**Run 1: where the registers sit**

Drawn at 1.5 px/um.
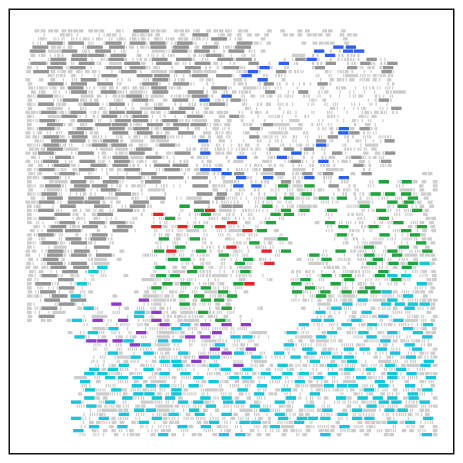
**Run 1: track usage over the die**

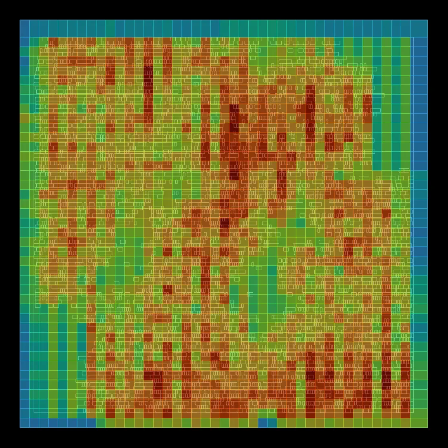
**Run 1: clock distribution**

Drawn at 2 px/um.
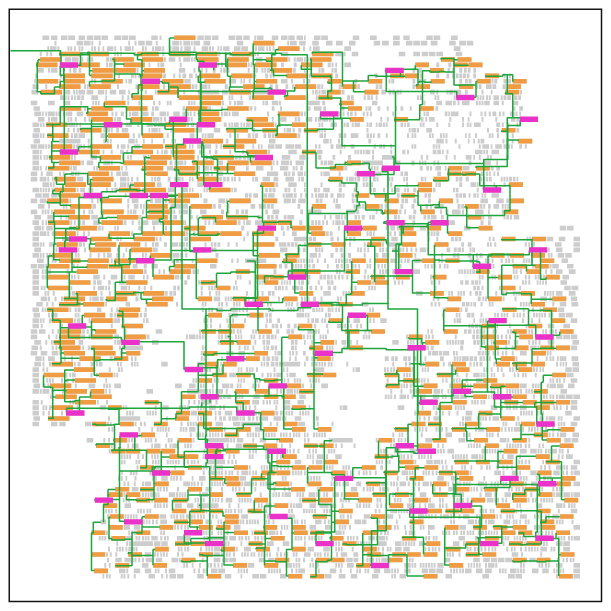
**Run 1: sub-block map**

Drawn at 1 px/um.
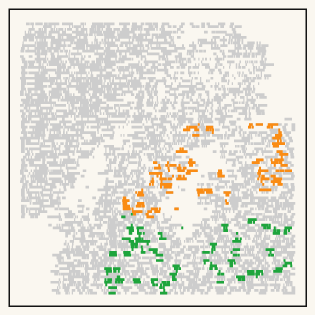
==> config.mk <==
export PLATFORM = sky130hd
export DESIGN_NAME = ik_swift_csr_bridge
export DESIGN_NICKNAME = d
export VERILOG_FILES = /design/src/rtl/ik_swift_csr_pkg.sv /design/src/rtl/ik_swift_wide_reg.sv /design/src/rtl/ik_swift_csr_bridge.sv
export SDC_FILE = /design/constraint.sdc
export NUM_CORES = 1
export LEC_CHECK = 0
export ABC_AREA = 1
export CORE_MARGIN = 10
export CORE_UTILIZATION = 40
export DETAILED_ROUTE_END_ITERATION = 16
export HOLD_SLACK_MARGIN = 0.02
export PLACE_DENSITY = 0.66
export SLEW_MARGIN = 20
export SYNTH_ARGS = -nofsm -noshare
export SYNTH_HDL_FRONTEND = slang
export SYNTH_HIERARCHICAL = 1
export SYNTH_SLANG_ARGS = --single-unit
==> constraint.sdc <==
create_clock -name clk -period 10.8 [get_ports clk]
set_input_delay 1.62 -clock clk [delete_from_list [all_inputs] [get_ports clk]]
set_output_delay 1.62 -clock clk [all_outputs]
set_load 0.005 [all_outputs]
==> src/rtl/ik_swift_csr_pkg.sv <==
// Shared register map, bit positions and FSM encoding for the ik_swift CSR bridge.
package ik_swift_csr_pkg;

  localparam logic [31:0] ADDR_CTRL   = 32'd0;
  localparam logic [31:0] ADDR_STATUS = 32'd1;
  localparam logic [31:0] ADDR_JTYPE  = 32'd2;
  localparam logic [31:0] ADDR_COUNT  = 32'd3;
  localparam logic [31:0] ADDR_ID     = 32'd4;
  localparam logic [31:0] ADDR_TARGET = 32'd8;
  localparam logic [31:0] ADDR_DH     = 32'd16;

  localparam int CTRL_START  = 0;
  localparam int CTRL_IRQ_EN = 1;
  localparam int CTRL_ABORT  = 2;

  localparam int ST_BUSY    = 0;
  localparam int ST_DONE    = 1;
  localparam int ST_TIMEOUT = 2;
  localparam int ST_WR_ERR  = 3;

  localparam logic [15:0] ID_CODE = 16'h1C5B;

  typedef enum logic [1:0] {
    IDLE = 2'd0,
    RUN  = 2'd1,
    DONE = 2'd2
  } state_t;

  function automatic int hi_w(input int word_w);
    return word_w - 32;
  endfunction

endpackage

==> src/rtl/ik_swift_wide_reg.sv <==
// One WORD_W-wide register written as hi then lo; the lo write commits both halves
// in a single cycle so the consumer never sees a torn value.
module ik_swift_wide_reg
  import ik_swift_csr_pkg::*;
#(
  parameter int WORD_W = 36
) (
  input  logic              clk,
  input  logic              reset,
  input  logic              allow,
  input  logic              hi_we,
  input  logic              lo_we,
  input  logic [31:0]       writedata,
  output logic [WORD_W-1:0] value
);

  localparam int HI_W = hi_w(WORD_W);

  logic [HI_W-1:0] shadow;

  always_ff @(posedge clk) begin
    if (reset) begin
      shadow <= '0;
      value  <= '0;
    end else if (allow) begin
      if (hi_we) shadow <= writedata[HI_W-1:0];
      if (lo_we) value  <= {shadow, writedata};
    end
  end

endmodule

==> src/rtl/ik_swift_csr_bridge.sv <==
// Avalon-MM slave staging targets/joint angles for the ik_swift core, with a
// start/busy/done FSM, timeout, cycle counter, interrupt and result snapshot.
module ik_swift_csr_bridge
  import ik_swift_csr_pkg::*;
#(
  parameter int NUM_JOINT   = 6,
  parameter int NUM_TARGET  = 3,
  parameter int WORD_W      = 36,
  parameter int ADDR_W      = 6,
  parameter int TIMEOUT_CYC = 1000000
) (
  input  logic                         clk,
  input  logic                         reset,
  input  logic                         chipselect,
  input  logic                         write,
  input  logic [ADDR_W-1:0]            address,
  input  logic [31:0]                  writedata,
  output logic [31:0]                  readdata,
  output logic                         irq,
  output logic                         core_en,
  input  logic                         core_done,
  output logic [NUM_JOINT-1:0]         core_joint_type,
  output logic [NUM_TARGET*WORD_W-1:0] core_target,
  output logic [NUM_JOINT*WORD_W-1:0]  core_dh_in,
  input  logic [NUM_JOINT*WORD_W-1:0]  core_dh_out
);

  localparam int          HI_W = hi_w(WORD_W);
  localparam logic [31:0] NT   = 32'(NUM_TARGET);
  localparam logic [31:0] NJ   = 32'(NUM_JOINT);
  localparam logic [32:0] TMO  = 33'(TIMEOUT_CYC);

  state_t               state;
  logic                 done_f, timeout_f, wr_err_f, irq_en;
  logic [31:0]          count;
  logic [NUM_JOINT-1:0] joint_type;
  logic [HI_W-1:0]      rd_shadow;
  logic [WORD_W-1:0]    target_q [NUM_TARGET];
  logic [WORD_W-1:0]    dh_q     [NUM_JOINT];
  logic [WORD_W-1:0]    snap     [NUM_JOINT];

  logic        wr, rd, run, allow, is_hi, in_tgt, in_dh;
  logic        ctrl_wr, status_wr, jtype_wr, wr_blocked, tmo_hit;
  logic [31:0] addr32, tgt_idx, dh_idx;

  assign wr      = chipselect & write;
  assign rd      = chipselect & ~write;
  assign run     = (state == RUN);
  assign allow   = ~run;
  assign addr32  = 32'(address);
  assign is_hi   = ~address[0];
  assign tgt_idx = (addr32 - ADDR_TARGET) >> 1;
  assign dh_idx  = (addr32 - ADDR_DH) >> 1;
  // The target window ends where dh_in starts, so large NUM_TARGET cannot alias joints.
  assign in_tgt  = (addr32 >= ADDR_TARGET) && (addr32 < ADDR_DH) && (tgt_idx < NT);
  assign in_dh   = (addr32 >= ADDR_DH) && (dh_idx < NJ);

  assign ctrl_wr    = wr && (addr32 == ADDR_CTRL);
  assign status_wr  = wr && (addr32 == ADDR_STATUS);
  assign jtype_wr   = wr && (addr32 == ADDR_JTYPE);
  assign wr_blocked = run && (jtype_wr || (wr && (in_tgt || in_dh)));
  assign tmo_hit    = (TIMEOUT_CYC != 0) && (({1'b0, count} + 33'd1) >= TMO);

  assign irq             = done_f & irq_en;
  assign core_en         = run;
  assign core_joint_type = joint_type;

  for (genvar i = 0; i < NUM_TARGET; i++) begin : g_target
    ik_swift_wide_reg #(.WORD_W(WORD_W)) u_reg (
      .clk       (clk),
      .reset     (reset),
      .allow     (allow),
      .hi_we     (wr && in_tgt && (tgt_idx == i) && is_hi),
      .lo_we     (wr && in_tgt && (tgt_idx == i) && !is_hi),
      .writedata (writedata),
      .value     (target_q[i])
    );
    assign core_target[i*WORD_W +: WORD_W] = target_q[i];
  end

  for (genvar j = 0; j < NUM_JOINT; j++) begin : g_joint
    ik_swift_wide_reg #(.WORD_W(WORD_W)) u_reg (
      .clk       (clk),
      .reset     (reset),
      .allow     (allow),
      .hi_we     (wr && in_dh && (dh_idx == j) && is_hi),
      .lo_we     (wr && in_dh && (dh_idx == j) && !is_hi),
      .writedata (writedata),
      .value     (dh_q[j])
    );
    assign core_dh_in[j*WORD_W +: WORD_W] = dh_q[j];
  end

  // Flag clears go first so a same-cycle completion still wins over a W1C.
  always_ff @(posedge clk) begin
    if (reset) begin
      state     <= IDLE;
      done_f    <= 1'b0;
      timeout_f <= 1'b0;
      wr_err_f  <= 1'b0;
      irq_en    <= 1'b0;
      count     <= '0;
    end else begin
      if (ctrl_wr) irq_en <= writedata[CTRL_IRQ_EN];
      if (status_wr) begin
        if (writedata[ST_DONE])    done_f    <= 1'b0;
        if (writedata[ST_TIMEOUT]) timeout_f <= 1'b0;
        if (writedata[ST_WR_ERR])  wr_err_f  <= 1'b0;
      end
      if (wr_blocked) wr_err_f <= 1'b1;
      case (state)
        IDLE, DONE: begin
          if (ctrl_wr && writedata[CTRL_START]) begin
            state     <= RUN;
            done_f    <= 1'b0;
            timeout_f <= 1'b0;
            count     <= '0;
          end else if (state == DONE && status_wr && writedata[ST_DONE]) begin
            state <= IDLE;
          end
        end
        RUN: begin
          if (count != '1) count <= count + 32'd1;
          if (core_done) begin
            state  <= DONE;
            done_f <= 1'b1;
          end else if (tmo_hit || (ctrl_wr && writedata[CTRL_ABORT])) begin
            state     <= DONE;
            done_f    <= 1'b1;
            timeout_f <= 1'b1;
          end
        end
        default: state <= IDLE;
      endcase
    end
  end

  always_ff @(posedge clk) begin
    if (reset) begin
      joint_type <= '1;
    end else if (jtype_wr && allow) begin
      joint_type <= writedata[NUM_JOINT-1:0];
    end
  end

  always_ff @(posedge clk) begin
    if (reset) begin
      for (int j = 0; j < NUM_JOINT; j++) snap[j] <= '0;
    end else if (run && core_done) begin
      for (int j = 0; j < NUM_JOINT; j++) snap[j] <= core_dh_out[j*WORD_W +: WORD_W];
    end
  end

  logic [WORD_W-1:0] tgt_sel, snap_sel;
  logic [31:0]       rd_word;
  logic [HI_W-1:0]   rd_hi;
  logic              rd_latch;

  always_comb begin
    tgt_sel  = '0;
    snap_sel = '0;
    for (int i = 0; i < NUM_TARGET; i++) if (tgt_idx == 32'(i)) tgt_sel = target_q[i];
    for (int j = 0; j < NUM_JOINT; j++) if (dh_idx == 32'(j)) snap_sel = snap[j];
  end

  // Lo reads latch the hi half so the hi read that follows pairs with the same value.
  always_comb begin
    rd_word  = '0;
    rd_hi    = '0;
    rd_latch = 1'b0;
    if (in_tgt || in_dh) begin
      if (is_hi) begin
        rd_word = 32'(rd_shadow);
      end else begin
        rd_latch = 1'b1;
        rd_word  = in_tgt ? tgt_sel[31:0] : snap_sel[31:0];
        rd_hi    = in_tgt ? tgt_sel[WORD_W-1:32] : snap_sel[WORD_W-1:32];
      end
    end else begin
      case (addr32)
        ADDR_STATUS: begin
          rd_word[ST_BUSY]    = run;
          rd_word[ST_DONE]    = done_f;
          rd_word[ST_TIMEOUT] = timeout_f;
          rd_word[ST_WR_ERR]  = wr_err_f;
        end
        ADDR_JTYPE: rd_word = 32'(joint_type);
        ADDR_COUNT: rd_word = count;
        ADDR_ID:    rd_word = {ID_CODE, 8'(NUM_TARGET), 8'(NUM_JOINT)};
        default:    rd_word = '0;
      endcase
    end
  end

  always_ff @(posedge clk) begin
    if (reset) begin
      readdata  <= '0;
      rd_shadow <= '0;
    end else if (rd) begin
      readdata <= rd_word;
      if (rd_latch) rd_shadow <= rd_hi;
    end
  end

endmodule

==> run summary, run 1 <==
Synthesis and place-and-route results.

- The run finished with clean final reports.
- The number of setup buffers added after CTS is 0.
- The detail route stage leaves a number of antenna-violating nets equal to 0.
- Summed over all layers, the global routing overflow is 0.
- Gates resized during post-CTS repair numbered 0.
- On met2, the global router reports a usage of 0.426.
- Total power for the finished layout comes to 5670 uW.
- The highest layer touched by signal routing is met5.
- The fraction of final cell area spent on non-clock buffers in this run is 0.162.
- Per the Yosys statistics, synthesis produced roughly 4200 cells.
- The post-route setup TNS is 0 ns.
- The number of setup violations in the final report is 0.
- The final worst hold slack is about 0.47 ns.
- The internal power consumption is between 4000 and 5000 uW.
- The commonest cells after synthesis are 1049 x sky130_fd_sc_hd__nand2_1, 1036 x sky130_fd_sc_hd__nor2_1, 646 x sky130_fd_sc_hd__inv_1.
- The detailed-placement wirelength estimate is ~86000 um.
- For this design the top-level I/O count stands at ~620.
- The largest cell class by area is flip-flops and latches.
- Measured against the total synthesized area, the mux share comes to 0.
- The required time at the worst-slack endpoint is between 10 and 15 ns.
- The site row count is ~100.
- The growth of design area from synthesis to finish is 30.3%.
- The launching point of the worst reg2reg path is count[1].
- The congestion estimate from routability-driven global placement came to 0.904.
- The pre-placement core utilization is 0.405.
- The number of hold buffers added after CTS is 0.
- The number of clock sinks came to 656.
- Counting the clock-network buffers in the layout gives 89.
- The iteration count of the initial detailed-routing pass is 6.
- The non-clock inverters instantiated in the layout total between 600 and 700.
- In this run the tightest slew margin relative to its limit is 0.273.
- For this run, the chip area from Yosys synthesis comes to 30300 um2.
- In the synthesized netlist the async set-or-reset flop fraction comes to 0.
- The worst flop-to-flop path endpoint is count[23].
- The setup check on the worst reg-to-reg path leaves a slack of between 7 and 8 ns.
## Picture notes: 'where the registers sit'
[g_target.u_reg/shadow] red | placed flops: 12 | where: centre
[g_target.u_reg/value] green | placed flops: 108
[g_joint.u_reg/shadow] purple | placed flops: 24
[readdata] blue | placed flops: 32
[g_joint.u_reg/value] cyan | placed flops: 216 | where: a horizontal strip, bottom
not coloured: 264
sequential cell area share: 0.387
core occupancy in the finished layout: 0.528
sequential group power: 2590 uW

## Picture notes: 'track usage over the die'
total global-route track usage: 0.261
GRT met1 Usage: 0.330
wire length per cell: 20.7 um
met3 track demand over resource in global routing: 0.0599
GRT busiest layer: met2

## Picture notes: 'clock distribution'
[flip-flops] orange | count: 656
[cells driving clock nets] magenta | count: 74
[clock wires] green | length: 8830 um
flops lie: spread over the die
routed clock nets: 75
clock insertion delay at the later pin of the skew report: 0.63 ns
relative contribution of the clock network to total power: 0.487
Clock group: 2760 uW
clk_skew: 0.0156 ns

## Picture notes: 'sub-block map'
[g_joint[2].u_reg] green | cells: 243
[g_target[0].u_reg] orange | cells: 244
not coloured: 4297
Chip Footprint: 87300 um2
count of placed standard cells in the final layout, fillers left out: 5758

## run 1: worst max path at each step
stage,startpoint,endpoint,slack (ns),cells after the start
4_1_cts,address[3],g_target[2].u_reg/value[33],4.90,13
3_5_place_dp,address[3],g_target[2].u_reg/value[33],4.24,13
6_report,address[3],g_target[2].u_reg/value[33],4.89,13
3_3_place_gp,address[3],g_target[2].u_reg/value[22],4.40,13
2_1_floorplan,reset,snap[0][0],3.19,5
5_1_grt,address[3],g_target[2].u_reg/value[34],4.51,14
## run 1: metrics by stage
step | setup WS, ns | instance area (um2)
after floorplan | 3.19 | 30300
after global placement | 4.40 | 36900
after detailed placement | 4.24 | 36900
after CTS | 4.90 | 39500
after global routing | 4.51 | 39500
final | 4.89 | 39500
**Run 1: PDN straps and rails**

Drawn at 1 px/um. Pins as bars on the die edge.
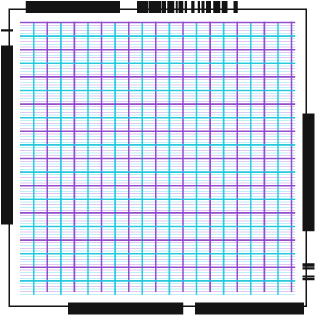

## Run 2: what changed since run 1
clock period = 6.03 ns   (was 10.8 ns; I/O delays follow)
**Run 2: PDN straps and rails**

Drawn at 1 px/um. Pins as bars on the die edge.
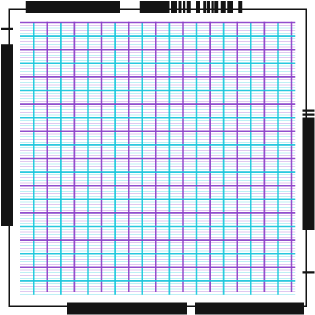
[VDD] purple
[VSS] cyan
met1 rails: 101
rows: 100
met4 straps: 20
maximum vdd drop: 0.000190 V
area of the core: 74800 um2

==> run 2 against run 1 <==
  * Largest power group is now sequential cells
  * Register-to-register slack worse by 4.4 ns
  * Flip-flop count stayed put
  * Largest cell class unchanged
  * Utilization is 0.19 points lower
==> run summary, run 2 <==
Synthesis and place-and-route results.

- The synth_stat.txt file lists the number of cells as between 4000 and 5000.
- The total non-filler cell area in the finished layout is slightly below 40000 um2.
- In this run the top signal layer used is met5.
- The clock reaches the later pin of the worst-skew pair after between 0.6 and 0.7 ns.
- In the global route stage, overall resource usage came out at 0.260.
- ~620 I/O pins were placed.
- The first detailed-routing pass ran for 6 iterations.
- The startpoint of the worst setup timing path is address[3].
- Sorting the synthesized cells by how often they occur yields 1049 x sky130_fd_sc_hd__nand2_1, 1036 x sky130_fd_sc_hd__nor2_1, 646 x sky130_fd_sc_hd__inv_1.
- The max-slew headroom at the worst pin is 0.287.
- The power density relative to cell area is 246 nW/um2.
- The number of setup violations in the final report is 0.
- The aggregate routed wire length is roughly 120000 um.
- Looking at the reg2reg group, the worst path starts from count[0].
- The internal power consumption is 7380 uW.
- The fraction of cell area in multi-input combinational cells is reported as 0.292.
- The count of inverters not on the clock network in the layout is between 600 and 700.
- The largest cell class by area is flip-flops and latches.
- The final worst hold slack is 0.466 ns.
- For this run, global-route usage on met1 was measured as 0.324.
- Global routing put the most usage on met2.
- The number of gates resized after CTS is 0.
- The chip occupies 87300 um2.
- The sequential-cell power consumption is around 4600 uW.
- The number of setup buffers added after CTS is 0.
- The final RePlAce weighted congestion is 0.922.
- After detailed routing, the average wire length per cell comes to 20.5 um.
- The pre-placement core utilization is 0.405.
- Walking the critical path from launch to capture passes 14 cell instances.
- The area taken by sequential standard cells is reported as between 15000 and 20000 um2.
- The share of flip-flops with an asynchronous set or reset after synthesis is 0.
- The growth of design area from synthesis to finish is 29.8%.
- The final antenna diode tally reported by the flow is 1.
- The chip area in the Yosys report is between 30000 and 40000 um2.
- The detailed-placement wirelength estimate is between 80000 and 90000 um.
- The capturing element of the worst setup path is g_target[2].u_reg/value[11].
- For flop-to-flop paths, the worst setup slack is 3.18 ns.
- The cell area after placement is ~37000 um2.
- Per the final report, the share of cell area in non-clock buffers is 0.165.
- After routing, the total negative slack on setup checks comes to 0 ns.
- The count of nets left with antenna violations once routing finished came out at 0.
- The minimum clock period is ~4 ns.
- The run finished with clean final reports.
- For this design, the CTS-stage hold fixing added 0 buffers.
- TritonCTS reports the number of clock sinks as 656.
**Run 2: clock distribution**

Drawn at 2 px/um.
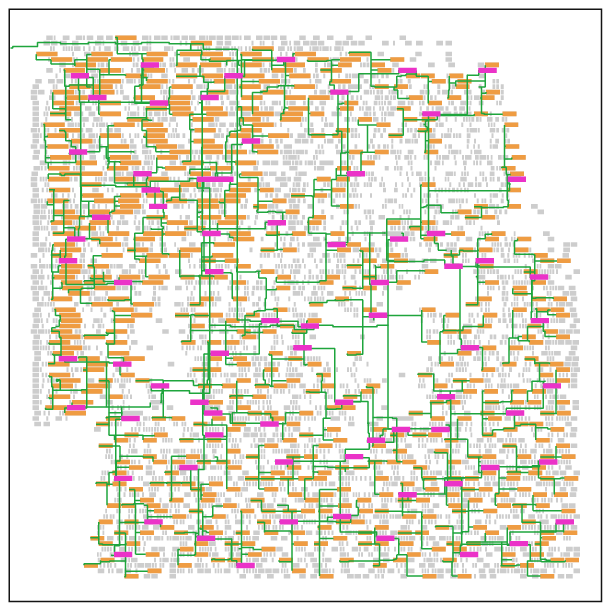
[clock wires] green | length: 8920 um
[flip-flops] orange | count: 656
[cells driving clock nets] magenta | count: 75
flops lie: spread over the die
relative contribution of the clock network to total power: 0.461
clk_skew: 0.0242 ns
Clock group: 4470 uW

-- run 2: cell counts after synthesis --
Identical to the previous run, type by type.
-- run 2: per-stage QoR --
step / setup WS, ns / std cells / total power [uW]
final: 2.00 / 5773 / 9690
after global routing: 1.65 / 5773 / 9960
after detailed placement: 1.43 / 5635 / 5310
after global placement: 1.57 / 5635 / 5310
after CTS: 2.10 / 5772 / 9770
after floorplan: 1.34 / 4202 / 4930
-- run 2: logic make-up after synthesis --
family	count (synthesis)	share of synthesized area
and+or+nand+nor	2308	0.305
DFF	656	0.504
buffers and inverters	854	0.119
xor gates and xnor gates	17	0.00491
AOI/OAI and AO/OA	357	0.0631
adders and majority gates	10	0.00412
**Run 2: sub-block map**

Drawn at 1 px/um.
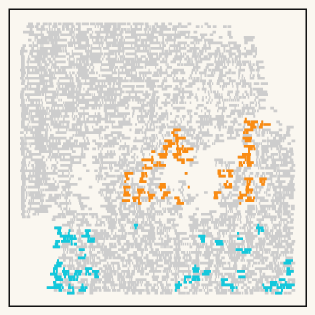

## Run 3: what changed since run 2
PLACE_DENSITY = 0.68   (was 0.66)
clock period = 3.4 ns   (was 6.03 ns; I/O delays follow)
**Run 3: sub-block map**

Drawn at 1 px/um.
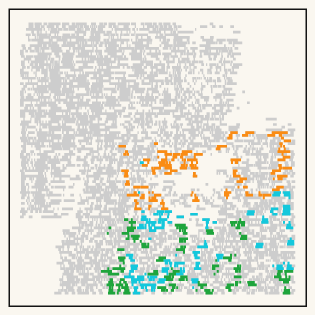
[g_target[0].u_reg] orange | cells: 247
[g_joint[5].u_reg] cyan | cells: 246
[g_joint[2].u_reg] green | cells: 245
core occupancy in the finished layout: 0.538
count of placed standard cells in the final layout, fillers left out: 5833

**Run 3: track usage over the die**

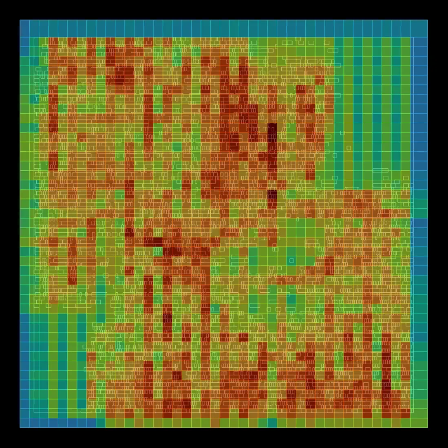
met3 track demand over resource in global routing: 0.0627
total global-route track usage: 0.261
met2 routing resource usage after global routing: 0.416
GRT met1 Usage: 0.327
wire length per cell: 20.3 um

==> run 3 against run 2 <==
  * Via count grew 1.0%
  * Area after synthesis did not move
  * Clock skew up 0.0049 ns
  * Wire length increased by 0.36%
  * First-iteration DRC count increased by 2.1%
  * Register-to-register slack worse by 2.3 ns
  * Die area unchanged
  * Clock power rose by 88%
  * Critical endpoint is now readdata[28]
  * Highest routed layer unchanged
==> run summary, run 3 <==
Synthesis and place-and-route results.

- The tally of nets with antenna violations remaining after routing is 0.
- Detailed placement reports a standard cell area of roughly 38000 um2.
- Summing internal, switching and leakage power gives 17700 uW.
- The capturing element of the worst setup path is readdata[28].
- Averaged over all synthesized cells, the footprint is 7.22 um2.
- In this run the standard cell core region covers about 75000 um2.
- Counting instances in the post-synthesis netlist gives the leading cell types as 1049 x sky130_fd_sc_hd__nand2_1, 1036 x sky130_fd_sc_hd__nor2_1, 646 x sky130_fd_sc_hd__inv_1.
- The final weighted congestion recorded by global placement is roughly 0.9.
- Per the synthesis report, the adder-cell share of the synthesized area is 0.00412.
- The sequential cell area in the final layout is roughly 15000 um2.
- The I/O pin total is just over 600.
- The final layout contains routed wiring with a total length of 119000 um.
- The growth of design area from synthesis to finish is 32.7%.
- The number of setup buffers added after CTS is 0.
- The launch point of the critical path was reported as address[5].
- In this run the critical register-to-register path is launched from count[1].
- The report lists the number of cells resized after CTS as 0.
- In the synthesized netlist, the dominant kind of combinational cell is simple AND/OR/NAND/NOR gates.
- The tightest hold path in the finished design has a slack of 0.474 ns.
- The yosys stat cell total is between 4000 and 5000.
- Once placement completed, the tool counted placed cells totaling approximately 5700.
- Subtracting the final worst setup slack from the clock period gives about 3 ns.
- The largest cell class by area is flip-flops and latches.
- The sequential share of cell area is 0.380.
- The chip area line in the Yosys stat output reads roughly 30000 um2.
- Walking the critical path from launch to capture passes 12 cell instances.
- Entering global routing, the biggest net connects ~73 pins.
- The power report attributes to the clock group a share of 0.475.
- The setup check on the worst reg-to-reg path leaves a slack of approximately 0.9 ns.
- The number of hold buffers added after CTS was 0.
- The worst flop-to-flop path endpoint is count[21].
- The worst supply voltage drop on vdd is between 0.0003 and 0.0004 V.
- The area fraction in xor and xnor cells is 0.00491.
- The floorplan step defined a die boundary enclosing slightly below 90000 um2.
- The finished cells cover roughly 40000 um2.
- After synthesis, the share of flip-flops with an asynchronous set or reset is 0.
- The detailed-placement wirelength estimate is 87900 um.
- Per the post-place timing report, worst setup slack is -0.135 ns.
- The post-route setup TNS is 0 ns.
- The global route stage reports its total congestion overflow as 0.
- The flow ran to the end, and the final reports show no timing, DRC or antenna violations.
- The final critical-path setup slack is roughly 0.40 ns.
- The power density relative to cell area is about 440 nW/um2.
- Per the final report, the share of cell area in non-clock buffers is 0.179.
- The pre-placement core utilization is 0.405.
- The count of inverters not on the clock network in the layout is around 660.
- The number of setup violations in the final report is 0.
run 3: cell counts after synthesis:
Identical to the previous run, type by type.
run 3: per-layer routing:
metal	up-vias	routed length (um)	part of all wire	global-route usage
met5	-	13	0.00011	0
li1	13900	-	-	-
met2	1182	54300	0.46	0.416
met4	2	6280	0.053	0.134
met1	12700	47300	0.40	0.327
met3	220	10700	0.091	0.0627
run 3: power groups by stage:
stage | clock (uW) | combinational, uW | sequential [uW]
2_1_floorplan | 0 | 336 | 8390
3_3_place_gp | 0 | 1030 | 8410
3_5_place_dp | 0 | 1030 | 8410
4_1_cts | 8530 | 1040 | 8240
5_1_grt | 8850 | 1100 | 8240
6_report | 8400 | 1040 | 8240
Power and IR drop assume default switching activity.
